--- src/rtl/pic16_tmr0_pkg.sv ---
// pic16_tmr0_pkg: register addresses, OPTION field indices and prescaler helpers for Timer0
package pic16_tmr0_pkg;
  localparam logic [8:0] A_MASK   = 9'h0FF;
  localparam logic [8:0] A_TMR0   = 9'h001;
  localparam logic [8:0] A_OPTION = 9'h081;
  localparam int T0CS = 5;
  localparam int T0SE = 4;
  localparam int PSA  = 3;
  localparam int PS   = 0;
  localparam logic [7:0] OPTION_RST = 8'hFF;
  function automatic logic [7:0] ps_mask(input logic [2:0] ps);
    return 8'((9'd2 << ps) - 9'd1);
  endfunction
endpackage

--- src/rtl/pic16_tmr0_t0cki_sync.sv ---
// t0cki_sync: synchronizes T0CKI and emits a one-cycle EDGE on the edge chosen by T0SE
module t0cki_sync #(
  parameter int SYNC_STAGES = 2
) (
  input  logic CLK,
  input  logic RST,
  input  logic T0CKI,
  input  logic T0SE,
  output logic EDGE
);
  logic [SYNC_STAGES-1:0] sync;
  logic prev;
  always_ff @(posedge CLK) begin
    if (RST) begin
      sync <= '0;
      prev <= 1'b0;
    end else begin
      sync <= {sync[SYNC_STAGES-2:0], T0CKI};
      prev <= sync[SYNC_STAGES-1];
    end
  end
  // a change whose new level differs from T0SE is the selected edge (rise for 0, fall for 1)
  assign EDGE = (sync[SYNC_STAGES-1] ^ prev) & (sync[SYNC_STAGES-1] ^ T0SE);
endmodule

--- src/rtl/pic16_tmr0.sv ---
// pic16_tmr0: TMR0 counter, OPTION register and shared prescaler on the core special-register path
module pic16_tmr0
  import pic16_tmr0_pkg::*;
#(
  parameter int SYNC_STAGES = 2
) (
  input  logic       CLK,
  input  logic       RST,
  input  logic       WE,
  input  logic [8:0] EA,
  input  logic [7:0] WDATA,
  output logic       SEL,
  output logic [7:0] RDATA,
  input  logic       T0CKI,
  input  logic       T0IF_CLR,
  output logic       T0IF,
  output logic [7:0] OPTION
);
  logic [7:0] tmr0, psc, mask;
  logic [1:0] inh;
  logic hit_tmr, hit_opt, wr_tmr, wr_opt, ext_edge, ev, tick;
  t0cki_sync #(.SYNC_STAGES(SYNC_STAGES)) u_sync (
    .CLK(CLK),
    .RST(RST),
    .T0CKI(T0CKI),
    .T0SE(OPTION[T0SE]),
    .EDGE(ext_edge)
  );
  assign hit_tmr = (EA & A_MASK) == A_TMR0;
  assign hit_opt = (EA & A_MASK) == A_OPTION;
  assign wr_tmr  = WE & hit_tmr;
  assign wr_opt  = WE & hit_opt;
  assign SEL     = hit_tmr | hit_opt;
  assign RDATA   = hit_tmr ? tmr0 : hit_opt ? OPTION : 8'h00;
  assign mask    = ps_mask(OPTION[PS +: 3]);
  // events are dropped entirely while the post-write inhibit is running
  assign ev      = (OPTION[T0CS] ? ext_edge : 1'b1) & (inh == 2'd0);
  assign tick    = ev & (OPTION[PSA] | ((psc & mask) == mask));
  always_ff @(posedge CLK) begin
    if (RST) begin
      tmr0   <= 8'h00;
      OPTION <= OPTION_RST;
      psc    <= 8'h00;
      inh    <= 2'd0;
      T0IF   <= 1'b0;
    end else begin
      tmr0   <= wr_tmr ? WDATA : tmr0 + 8'(tick);
      OPTION <= wr_opt ? WDATA : OPTION;
      psc    <= (wr_tmr | wr_opt | OPTION[PSA]) ? 8'h00 : psc + 8'(ev);
      inh    <= wr_tmr ? 2'd2 : inh - 2'(inh != 2'd0);
      T0IF   <= (tick & (tmr0 == 8'hFF) & ~wr_tmr) | (T0IF & ~T0IF_CLR);
    end
  end
endmodule

--- config.mk ---
export PLATFORM = sky130hd
export DESIGN_NAME = pic16_tmr0
export DESIGN_NICKNAME = d
export VERILOG_FILES = /design/src/rtl/pic16_tmr0_pkg.sv /design/src/rtl/pic16_tmr0_t0cki_sync.sv /design/src/rtl/pic16_tmr0.sv
export SDC_FILE = /design/constraint.sdc
export NUM_CORES = 1
export LEC_CHECK = 0
export CAP_MARGIN = 10
export CORE_UTILIZATION = 30
export DETAILED_ROUTE_END_ITERATION = 8
export PLACE_DENSITY = 0.51
export SYNTH_ARGS = -nofsm -noshare
export SYNTH_HDL_FRONTEND = slang
export SYNTH_SLANG_ARGS = --single-unit
--- constraint.sdc ---
create_clock -name CLK -period 3.6 [get_ports CLK]
set_clock_uncertainty 0.2 [all_clocks]
set_input_delay 1.08 -clock CLK [delete_from_list [all_inputs] [get_ports CLK]]
set_output_delay 1.08 -clock CLK [all_outputs]
set_load 0.02 [all_outputs]
Fig. 1: routed metal per tile
Drawn at 4 px/um. 15 x 15 tiles, from black (low) to pale yellow (high), scaled to the fullest tile. Values are wire area over tile area, all layers added.
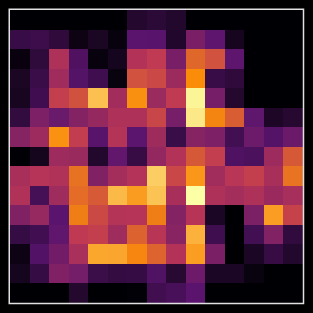
18% of the tiles are nearly empty. The densest ninth of the die: middle. The emptiest ninth of the die: top right. The fullest tile reaches 0.37. The mean over all tiles is 0.11.
WL final: 3820 um
Global Route Usage Sum: 15.9%
WL/cell: 13.4 um
via count: 1315

Fig. 2: drive-strength map
Drawn at 6 px/um.
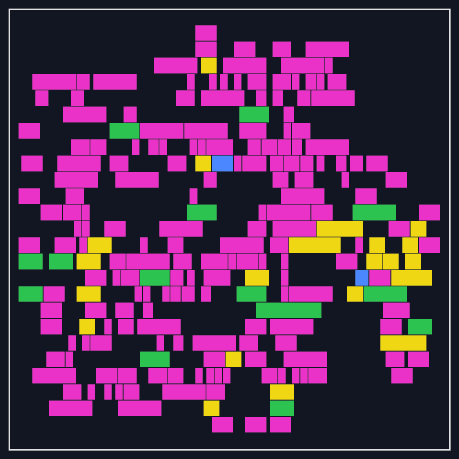
x3 and x4: in yellow, cells 21, share 9.7%. x2: in blue, cells 2, share 0.92%. x6 and larger: in green, cells 14, share 6.5%. x1 and smaller: in magenta, cells 180, share 83%.
nonclk buf count: 47
Design Area, Final: 0.00220 sq mm
worst setup margin: 0.0697 ns
Layout area overhead: 44.4%

Fig. 3: clock nets
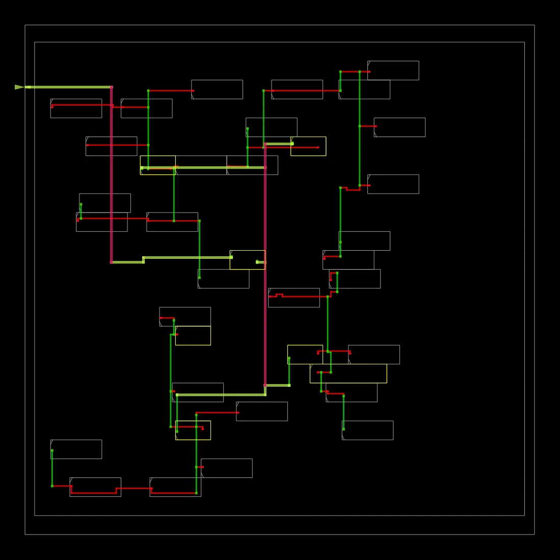
clock buffers: 6
clk sink count: 30
power in the clock group: 343 uW
flop count: 30

Fig. 4: M3 wires
Drawn at 6 px/um.
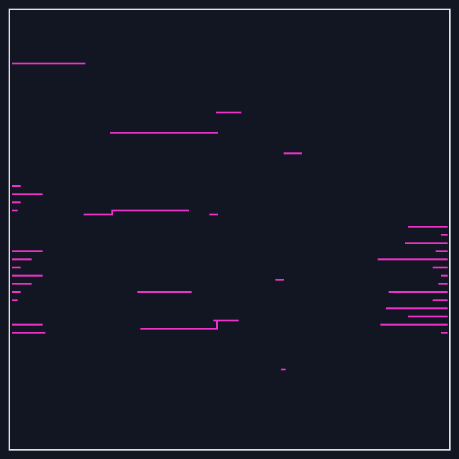
32 nets have wire on it. The layer carries 191 um of wire. The layer holds 5.0% of the routed length. The longest straight run is 17.7 um.

Fig. 5: register map, names as in the netlist
Drawn at 4 px/um. Other sequential cells in the stronger grey, the rest of the logic in the fainter grey.
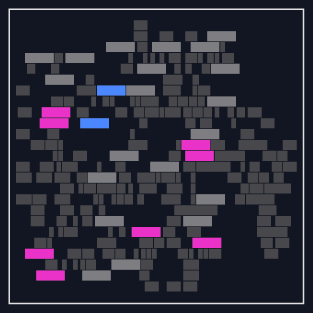
inh: in blue, placed flops 2. OPTION: in magenta, placed flops 8.
Another 20 sequential cells are not coloured.

==> results_dict.tcl <==
# place-and-route summary
set metrics [dict create \
    status "finished, final reports clean" \
    gp_congestion 0.800 \
    dieArea_sq_mm 0.00536 \
    critPathArrivalTime_ns 2.25 \
    max_freq_mhz 283 \
    rsz0062_at_grt "no" \
    dp_hpwl_um 2650 \
    cts_tree "done" \
    synth.distinct_cells 37 \
    path_clk_slew_ns 0.06 \
    grt_pass1_wl_um 6350 \
    layout_top_cell "dfxtp_1" \
    vdd.ir_drop.worst_v 0.000202 \
    dp_slack_ns -0.523 \
    core-area_sq_mm 0.00479 \
    cp.required_ns 2.32 \
    antenna_cells 0 \
    hold_class "register to register" \
    drt_iter0_markers 69 \
    crit_family "buffers and inverters" \
    yosys_warnings 0 \
    worstSetupPathType "input pin to primary output" \
    grt_max_degree 18 \
    clock_latency_ns 0.28 \
    drc 0 \
    via_per_inst 4.63 \
    syn-cell-area_sq_mm 0.00152 \
    layout_top_cells "dfxtp_1, nor2_1, clkdlybuf4s50_1" \
    setup.worst_path.start_class "input pin" \
    tool_warnings 27 \
    leakage_nw 0.954 \
    numCtsBuffers 5 \
    num_io_pins 40 \
    numSynthFlops 30 \
    synthCells 168 \
    total_power_uw 740 \
    fin_util_pct 45.9 \
    hold_viol 0 \
    cap_violations 0 \
    p_per_area_mw_per_mm2 337 \
    fp_nets 194 \
    cp_slowest_stage_delay_ns 0.51 \
    ys_cells 168 \
]
==> per-layer routing <==
layer,wire length [um],global-route usage [%],vias to the layer above
met2,1710,24.3,39
met1,1840,20.9,596
li1,-,-,672
met5,0,0,-
met3,190,4.01,8
met4,74,7.19,0
==> where the power goes <==
group / leakage, nW / total [mW] / switching [mW] / internal (mW)
clock: 0.0573 / 0.343 / 0.122 / 0.221
combinational: 0.654 / 0.0609 / 0.0261 / 0.0348
sequential: 0.243 / 0.336 / 0.00158 / 0.334
==> cell usage after synthesis (all sizes together) <==
master  count
o41a        1
mux2i      10
nand3b      1
or3b        1
buf         4
a311oi      1
ha          4
nor2       34
inv        14
and3        3
a31oi       1
dfxtp      30
o32ai       1
nand4       2
nand2       6
nor3b       2
nor2b       4
nor3        2
nand4b      2
nand2b      3
nor4        1
clkbuf      2
a21oi       2
nand3       7
xnor2       4
a21boi      2
or3         1
xor2        8
a211o       9
a211oi      6
==> state kept, by name, summed over array words and instances, names as in the netlist <==
signal / cells
OPTION: 8
psc: 8
tmr0: 8
inh: 2
u_sync.sync: 2
T0IF: 1
u_sync.prev: 1
==> worst paths after layout <==
| check | cells after the start | slack (ns) | start | endpoint |
|---|---|---|---|---|
| max | 5 | 0.07 | EA[7] | RDATA[5] |
| min | 1 | 0.24 | u_sync.sync[0] | u_sync.sync[1] |
| max reg2reg | 9 | 0.74 | OPTION[4] | tmr0[6] |
| min reg2reg | 1 | 0.24 | u_sync.sync[0] | u_sync.sync[1] |
==> through the flow <==
stage,hold slack (ns),setup TNS [ns],cell area (sq um)
5_1_grt,0.268,0,2200
4_1_cts,0.238,0,2150
2_1_floorplan,0.214,0,1520
3_5_place_dp,0.235,-4.62,1990
6_report,0.237,0,2200
3_3_place_gp,0.224,-4.58,1990
==> cell families after synthesis <==
family	Yosys count	share of synthesized area, %
AND-OR/OR-AND	23	12.2
AND/OR/NAND/NOR	69	25.3
buffers and inverters	20	6.26
XOR/XNOR	12	6.91
adder cells (fa/ha/maj)	4	3.29
flip-flops	30	39.5
multiplexers	10	6.58
==> final cells by class <==
class	count	share of cell area [%]
multi-input cells	119	40.5
flip-flops and latches	30	27.4
repair buffers	47	20.9
well taps	67	3.82
clock buffers	6	3.76
inverters	14	2.39
clock inverters	1	1.37
==> worst register-to-register path: stages, from the launching register on <==
cell      delay, ns
dfxtp_1        0.36
or3b_1         0.39
a311oi_1       0.43
nor2b_1        0.20
ha_1           0.18
ha_1           0.23
inv_1          0.05
or3_1          0.37
xor2_1         0.15
a211oi_1       0.22
==> timing repair <==
item | 4_1_cts | 5_1_grt
buffers inserted | 2 | 2
gates resized | 58 | 7
endpoints found under the hold margin | 0 | 0
setup endpoints to repair | 9 | 9
pin swaps | 10 | 2
gates cloned | 1 | 0
Power and IR drop assume default switching activity.
